==> config.mk <==
export PLATFORM = sky130hd
export DESIGN_NAME = clkhf_sequencer
export DESIGN_NICKNAME = d
export VERILOG_FILES = /design/src/rtl/clkhf_sequencer.sv
export SDC_FILE = /design/constraint.sdc
export NUM_CORES = 1
export LEC_CHECK = 0
export ABC_AREA = 1
export CAP_MARGIN = 10
export CORE_MARGIN = 3
export CORE_UTILIZATION = 53
export DETAILED_ROUTE_END_ITERATION = 6
export GPL_TIMING_DRIVEN = 0
export PLACE_DENSITY = 0.87
export SYNTH_ARGS = -nofsm -noshare
export SYNTH_HDL_FRONTEND = slang
export SYNTH_SLANG_ARGS = --single-unit
==> constraint.sdc <==
create_clock -name clk -period 2 [get_ports clk]
set_input_delay 0.3 -clock clk [delete_from_list [all_inputs] [get_ports clk]]
set_output_delay 0.3 -clock clk [all_outputs]
set_load 0.005 [all_outputs]
==> src/rtl/clkhf_sequencer.sv <==
`default_nettype none
// ============================================================================
//  Module      : clkhf_sequencer
//  Description : Oscillator-side power sequencer for the high-frequency clock.
//                Takes a level request from the power management unit, walks
//                the HF oscillator through powerup -> enable -> gated-through,
//                and answers with a four-phase ack. The ack rises only once
//                the clock is stable and gated to the core. It falls only
//                after a full shutdown and the minimum off time.
//  Revision    : 1.0  initial release
// ----------------------------------------------------------------------------
//  Ports
//    clk            in   1   always-on clock (single domain)
//    rst_n          in   1   synchronous active-low reset
//    req            in   1   HF clock request (level)
//    ack            out  1   four-phase ack, 1 = HF clock delivered/owned
//    clkhf_powerup  out  1   oscillator CLKHFPU
//    clkhf_enable   out  1   oscillator CLKHFEN
//    clk_gate_en    out  1   HF clock gate enable toward the core
//    state_o        out  3   current state (debug)
//    pu_count       out  16  completed power-ups, saturating at 16'hFFFF
// ============================================================================
module clkhf_sequencer #(
    parameter int PU_CYCLES  = 16,
    parameter int EN_CYCLES  = 4,
    parameter int OFF_CYCLES = 8
) (
    input  logic        clk,
    input  logic        rst_n,
    input  logic        req,
    output logic        ack,
    output logic        clkhf_powerup,
    output logic        clkhf_enable,
    output logic        clk_gate_en,
    output logic [2:0]  state_o,
    output logic [15:0] pu_count
);

    // ------------------------------------------------------------------
    // Timer sizing: wide enough to hold the largest reload value.
    // ------------------------------------------------------------------
    localparam int c_MAX_PE  = (PU_CYCLES > EN_CYCLES) ? PU_CYCLES : EN_CYCLES;
    localparam int c_MAX_ALL = (c_MAX_PE > OFF_CYCLES) ? c_MAX_PE : OFF_CYCLES;
    localparam int c_TMR_W   = $clog2(c_MAX_ALL + 1);

    localparam logic [c_TMR_W-1:0] c_PU_LOAD  = c_TMR_W'(PU_CYCLES - 1);
    localparam logic [c_TMR_W-1:0] c_EN_LOAD  = c_TMR_W'(EN_CYCLES - 1);
    localparam logic [c_TMR_W-1:0] c_OFF_LOAD = c_TMR_W'(OFF_CYCLES - 1);
    localparam logic [c_TMR_W-1:0] c_TMR_ONE  = c_TMR_W'(1);

    localparam logic [15:0] c_CNT_MAX = 16'hFFFF;

    // ------------------------------------------------------------------
    // State encoding (visible on state_o, so values are fixed).
    // ------------------------------------------------------------------
    localparam logic [2:0] c_S_OFF    = 3'd0;
    localparam logic [2:0] c_S_PWRUP  = 3'd1;
    localparam logic [2:0] c_S_STABLE = 3'd2;
    localparam logic [2:0] c_S_ON     = 3'd3;
    localparam logic [2:0] c_S_PWRDN  = 3'd4;

    // ------------------------------------------------------------------
    // Registers
    // ------------------------------------------------------------------
    logic [2:0]         r_state;
    logic [c_TMR_W-1:0] r_timer;
    logic               r_ack;
    logic [15:0]        r_pu_count;
    logic               r_powerup;
    logic               r_enable;
    logic               r_gate_en;

    // ------------------------------------------------------------------
    // Next-state values
    // ------------------------------------------------------------------
    logic [2:0]         w_state_nxt;
    logic [c_TMR_W-1:0] w_timer_nxt;
    logic               w_ack_nxt;
    logic [15:0]        w_pu_count_nxt;
    logic               w_timer_zero;

    assign w_timer_zero = (r_timer == '0);

    always_comb begin
        w_state_nxt    = r_state;
        w_timer_nxt    = r_timer;
        w_ack_nxt      = r_ack;
        w_pu_count_nxt = r_pu_count;

        case (r_state)
            c_S_OFF: begin
                if (req) begin
                    w_state_nxt = c_S_PWRUP;
                    w_timer_nxt = c_PU_LOAD;
                end
            end

            c_S_PWRUP: begin
                // Dropping req before ack is an abort; the oscillator still
                // gets its full minimum off time before it may restart.
                if (!req) begin
                    w_state_nxt = c_S_PWRDN;
                    w_timer_nxt = c_OFF_LOAD;
                end else if (w_timer_zero) begin
                    w_state_nxt = c_S_STABLE;
                    w_timer_nxt = c_EN_LOAD;
                end else begin
                    w_timer_nxt = r_timer - c_TMR_ONE;
                end
            end

            c_S_STABLE: begin
                if (!req) begin
                    w_state_nxt = c_S_PWRDN;
                    w_timer_nxt = c_OFF_LOAD;
                end else if (w_timer_zero) begin
                    w_state_nxt = c_S_ON;
                    w_ack_nxt   = 1'b1;
                    if (r_pu_count != c_CNT_MAX) begin
                        w_pu_count_nxt = r_pu_count + 16'd1;
                    end
                end else begin
                    w_timer_nxt = r_timer - c_TMR_ONE;
                end
            end

            c_S_ON: begin
                if (!req) begin
                    w_state_nxt = c_S_PWRDN;
                    w_timer_nxt = c_OFF_LOAD;
                end
            end

            c_S_PWRDN: begin
                // req is deliberately ignored here; a re-request is picked
                // up by the OFF state on the edge after the timer expires.
                if (w_timer_zero) begin
                    w_state_nxt = c_S_OFF;
                    w_ack_nxt   = 1'b0;
                end else begin
                    w_timer_nxt = r_timer - c_TMR_ONE;
                end
            end

            default: begin
                // Unused encodings recover to OFF on the next edge.
                w_state_nxt = c_S_OFF;
                w_timer_nxt = '0;
            end
        endcase
    end

    // ------------------------------------------------------------------
    // State and registered output decode. Outputs are decoded from the
    // next state so they line up with state_o after every edge.
    // ------------------------------------------------------------------
    always_ff @(posedge clk) begin
        if (!rst_n) begin
            r_state    <= c_S_OFF;
            r_timer    <= '0;
            r_ack      <= 1'b0;
            r_pu_count <= 16'd0;
            r_powerup  <= 1'b0;
            r_enable   <= 1'b0;
            r_gate_en  <= 1'b0;
        end else begin
            r_state    <= w_state_nxt;
            r_timer    <= w_timer_nxt;
            r_ack      <= w_ack_nxt;
            r_pu_count <= w_pu_count_nxt;
            r_powerup  <= (w_state_nxt == c_S_PWRUP) ||
                          (w_state_nxt == c_S_STABLE) ||
                          (w_state_nxt == c_S_ON);
            r_enable   <= (w_state_nxt == c_S_STABLE) ||
                          (w_state_nxt == c_S_ON);
            r_gate_en  <= (w_state_nxt == c_S_ON);
        end
    end

    assign ack           = r_ack;
    assign clkhf_powerup = r_powerup;
    assign clkhf_enable  = r_enable;
    assign clk_gate_en   = r_gate_en;
    assign state_o       = r_state;
    assign pu_count      = r_pu_count;

endmodule
`default_nettype wire

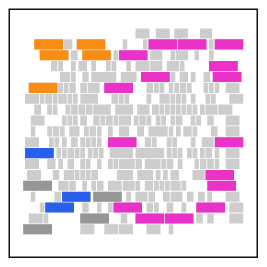
Fig. 1. Where the registers sit (run 1).
Drawn at 4 px/um. Other sequential cells in the stronger grey, the rest of the logic in the fainter grey.
- `state_o`: blue (flops 3)
- `pu_count`: magenta (flops 16)
- `r_timer`: orange (flops 5; where top left)
- not coloured: 4
Sequential Area: 561 um^2
sequential cell area share: 28.5%
seq pwr: 620 uW
Core Util, Final: 68.9%

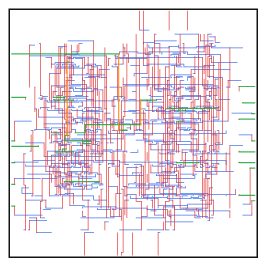
Fig. 2. Metal layers overlaid (run 1).
Drawn at 4 px/um.
- M4: orange (wire length 43.5 um)
- M3: green (wire length 144 um)
- M2: red (wire length 1960 um)
- M1: blue (wire length 1650 um)
vias post-DR: 1680
Detailed Route WL: 3.80 mm

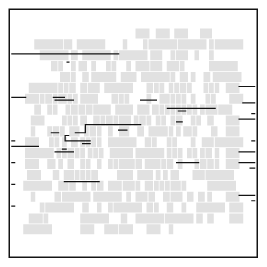
Fig. 3. Metal 3 (run 1).
Drawn at 4 px/um. Cells faint in the background.
- main direction: horizontal
- wire length on this layer: 144 um
- nets with wire on the layer: 30
GRT met3 Usage: 5.03%

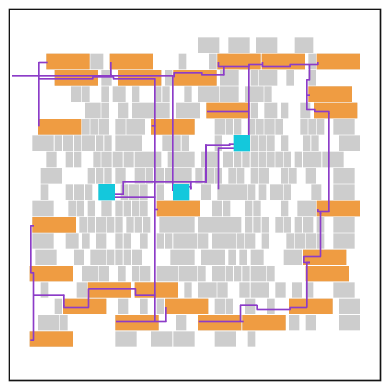
Fig. 4. Clock distribution (run 1).
Drawn at 6 px/um.
- clock-net drivers: cyan (count 3)
- clock wires: purple (length 357 um)
- flip-flops: orange (count 28)
- flops lie: spread over the die
- routed clock nets: 4
clock skew: 0.00687 ns
P_clk: 283 uW
Latency at later pin: 0.34 ns
Clock power frac: 23.4%

==> reports/qor.yml, run 1 <==
placement:
  dpl_cell_area_um2: 1930
  portBuffers: 25
  place_hpwl_mm: 2.85
  dp_cells: 299
critical_path:
  endpoint: "pu_count[13]$_SDFFE_PN0P_"
  timing.rr.end: "pu_count[13]$_SDFFE_PN0P_"
  r2r_setup_slack_ns: 0.18
  startpoint_type: "flip-flop"
  cp.required_ns: 2.28
  cp.arrival_ns: 2.10
synth:
  common_cells: "nand2_1, nor2_1, dfxtp_1, nand3_1, inv_1"
  synth.avg_cell_area_um2: 6.75
  ys_sh_simple_pct: 41.0
  ff_type: "dfxtp_1"
  synth_flops: 28
  syn_inst: 243
  top_cell_area_share_pct: 34.2
  synthTopCellsByArea: "dfxtp_1, nand2_1, nor2_1"
  ys_seq_share_pct: 34.2
  async_flop_share_pct: 0
hold_path:
  hp-start: "ack$_SDFFE_PN0P_"
  hp-class: "reg -> reg"
  whs_endpoint: "ack$_SDFFE_PN0P_"
drt:
  drc: 0
  ant_nets: 0
  wl_per_cell_um: 12.5
grt:
  grt_pass1_vias: 1556
  overflow: 0
  grt_max_degree: 16
  antenna_found_initial: 0
floorplanning:
  die_area_um2: 3800
  dieHeight_um: 61.6
  dieWidth_um: 61.6
  initCoreUtil_pct: 57.5
power:
  vdd_ir_drop_max_uv: 547
  cellLeakagePower_nw: 0.796
clock_tree:
  cts.repair.resized: 0
  cts_setup_buffers: 0
sta:
  setup_viol: 0
  whs_ns: 0.496
  fmax_mhz: 548
  tns_ns: 0
  setup_ws_ns: 0.177
  min_period_ns: 1.82
outcome:
  status: "complete, no violations"
finish:
  fill_cells: 262
-- run 1: cell usage in the layout (no fill, tap or decap), drive strengths merged --
cell           Yosys  final
nand2             78     78
nor2              36     36
dfxtp             28     28
clkdlybuf4s50      0     25
nand3             24     24
inv               21     21
a21oi             21     21
o21ai              7      7
clkbuf             2      6
xor2               5      5
xnor2              5      5
nand4              4      4
ha                 3      3
nor3               3      3
buf                1      1
nand3b             1      1
a22oi              1      1
a211oi             1      1
a31oi              1      1
o21bai             1      1
-- run 1: metal layers --
layer	routed length [um]	share of wire, %	vias up	global-route usage, %
met1	1650	43	785	25.9
met4	43	1.1	0	5.76
met3	143	3.8	6	5.03
met5	0	0	-	0
li1	-	-	844	-
met2	1960	52	45	42.2
-- run 1: logic make-up after synthesis --
kind of cell | after synthesis
buf+inv | 24
compound gates | 32
simple gates | 146
xor+xnor | 10
fa+ha+maj | 3
flops | 28
-- run 1: sequential cells by signal, summed over array words and instances, names as in the netlist --
name,flops
ack,1
clk_gate_en,1
clkhf_enable,1
clkhf_powerup,1
pu_count,16
r_timer,5
state_o,3
-- run 1: where the power goes --
part / switching [mW] / internal [mW] / total, mW
Sequential: 0.0331 / 0.586 / 0.620
Clock: 0.172 / 0.112 / 0.283
Combinational: 0.193 / 0.116 / 0.309
-- run 1: area by class of cell --
cell class | instances | share of cell area [%]
sequential | 28 | 28.5
multi-input combinational | 191 | 50.0
timing repair buffer | 25 | 12.7
tap | 31 | 1.97
inverter | 21 | 4.01
clock buffer | 4 | 1.85
buffer | 3 | 0.955
-- run 1: worst max-delay path, cell delays in order, from the launching register on --
cell     delay [ns]
dfxtp_1        0.45
ha_1           0.29
nand2_2        0.09
nor2_4         0.16
nand2_4        0.09
nor2_8         0.14
nor2_4         0.07
nand2_4        0.12
buf_6          0.15
nand2_1        0.07
a21oi_2        0.13
--- run 2 (diff from run 1) ---
Settings changed: CORE_UTILIZATION 53 to 50, PLACE_DENSITY 0.87 to 0.83, RECOVER_POWER set to 50.
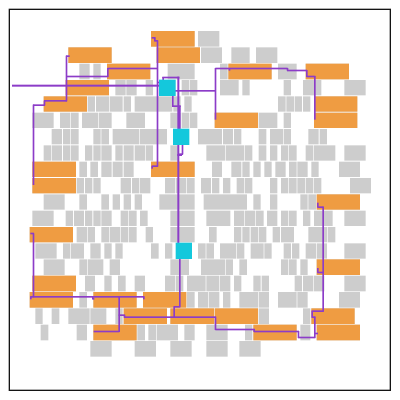
Fig. 5. Clock distribution (run 2).
Drawn at 6 px/um.
- flip-flops: orange (count 28)
- clock-net drivers: cyan (count 3)
- clock wires: purple (length 303 um)
- flops lie: spread over the die
- routed clock nets: 4
P_clk: 223 uW
Clock power frac: 19.4%
Latency at later pin: 0.32 ns
clock skew: 0.00567 ns

==> run 2 against run 1 <==
Net effect:
- clock power decreased by 21%
- hold slack worse by 0.017 ns
- clock skew shrank 0.0012 ns
- setup slack lost 0.025 ns
- register-to-register slack got worse by 0.03 ns
- critical path type unchanged
==> reports/qor.yml, run 2 <==
critical_path:
  slowest_stage: "dfxtp_1"
  path_buffers: 1
  cp.arrival_ns: 2.11
  critPathMaxStageDelay_ns: 0.44
synth:
  async_flop_share_pct: 0
  ff_type: "dfxtp_1"
  common_cells: "nand2_1, nor2_1, dfxtp_1, nand3_1, inv_1"
  yosysUniqueCellTypes: 28
  synthTopCellsByArea: "dfxtp_1, nand2_1, nor2_1"
  synth_flops: 28
  ys_seq_share_pct: 34.2
  synth.avg_cell_area_um2: 6.75
  edf_count: 0
  syn_inst: 243
  top_cell_area_share_pct: 34.2
sta:
  tns_ns: 0
  setup_viol: 0
  whs_ns: 0.479
  fmax_mhz: 541
  min_period_ns: 1.85
finish:
  final_util_pct: 63.4
  lay_top_count: "nand2_1"
  largest_reg_flops: 16
  final_cell_mix: "nand2_1, nor2_1, dfxtp_1, nand3_1, inv_1"
  drive_gt1_share_pct: 7.38
  fill_cells: 315
drt:
  drc: 0
grt:
  grt_max_degree: 15
  overflow: 0
  grt_pass1_vias: 1544
clock_tree:
  cts.repair.resized: 0
  clk_path_buf_depth: 2
  cts_setup_buffers: 0
power:
  vdd_ir_drop_max_uv: 393
  cellLeakagePower_nw: 0.853
placement:
  portBuffers: 25
  dpl_cell_area_um2: 1950
floorplanning:
  initCoreUtil_pct: 52.9
  dieHeight_um: 63.3
  num_rows: 20
  die_area_um2: 4000
  core_region_area_um2: 3100
outcome:
  status: "complete, no violations"
hold_path:
  hp-class: "reg -> reg"
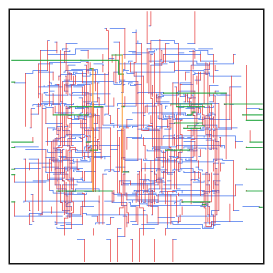
Fig. 6. Metal layers overlaid (run 2).
Drawn at 4 px/um.
- M1: blue (wire length 1530 um)
- M4: orange (wire length 59.8 um)
- M3: green (wire length 177 um)
- M2: red (wire length 1920 um)
vias post-DR: 1649
gr usage total: 19.4%
Detailed Route WL: 3.69 mm
routed len/inst: 11.7 um

-- run 2: worst paths after layout --
path,startpoint,endpoint,slack (ns),cells past startpoint
min,ack$_SDFFE_PN0P_,ack$_SDFFE_PN0P_,0.48,2
max,pu_count[0]$_SDFFE_PN0P_,pu_count[12]$_SDFFE_PN0P_,0.15,10
max reg2reg,pu_count[0]$_SDFFE_PN0P_,pu_count[12]$_SDFFE_PN0P_,0.15,10
min reg2reg,ack$_SDFFE_PN0P_,ack$_SDFFE_PN0P_,0.48,2
-- run 2: power by group --
| part | internal (mW) | switching (mW) |
|---|---|---|
| Sequential | 0.586 | 0.0325 |
| Combinational | 0.113 | 0.191 |
| Clock | 0.0707 | 0.152 |
-- run 2: worst register-to-register path: cells and delay by family, from the launching register on --
family	cells	cell delay [ns]
flops	1	0.44
simple gates	7	0.76
fa+ha+maj	1	0.32
buf+inv	1	0.15
compound gates	1	0.13
-- run 2: area by class of cell --
| type | instances | area (um^2) | share of cell area (%) |
|---|---|---|---|
| multi-input combinational | 191 | 982 | 49.9 |
| timing repair buffer | 25 | 250 | 12.7 |
| buffer | 3 | 18.8 | 0.954 |
| tap | 44 | 55.1 | 2.80 |
| clock buffer | 3 | 22.5 | 1.14 |
| sequential | 28 | 561 | 28.5 |
| inverter | 21 | 78.8 | 4.01 |
-- run 2: cell families after synthesis --
family,Yosys count,share of synthesized area [%]
adder cells (fa/ha/maj),3,2.29
AND/OR/NAND/NOR,146,41.0
XOR/XNOR,10,5.34
buffers and inverters,24,5.95
AND-OR/OR-AND,32,11.2
flip-flops,28,34.2
-- run 2: routing by layer --
metal | GRT usage, % | share of wire, % | wire length (um)
met1 | 22.8 | 42 | 1530
met2 | 35.4 | 52 | 1920
met3 | 3.39 | 4.8 | 177
met4 | 6.47 | 1.6 | 59
met5 | 0 | 0 | 0
Power is estimated from default activity; no workload was simulated.
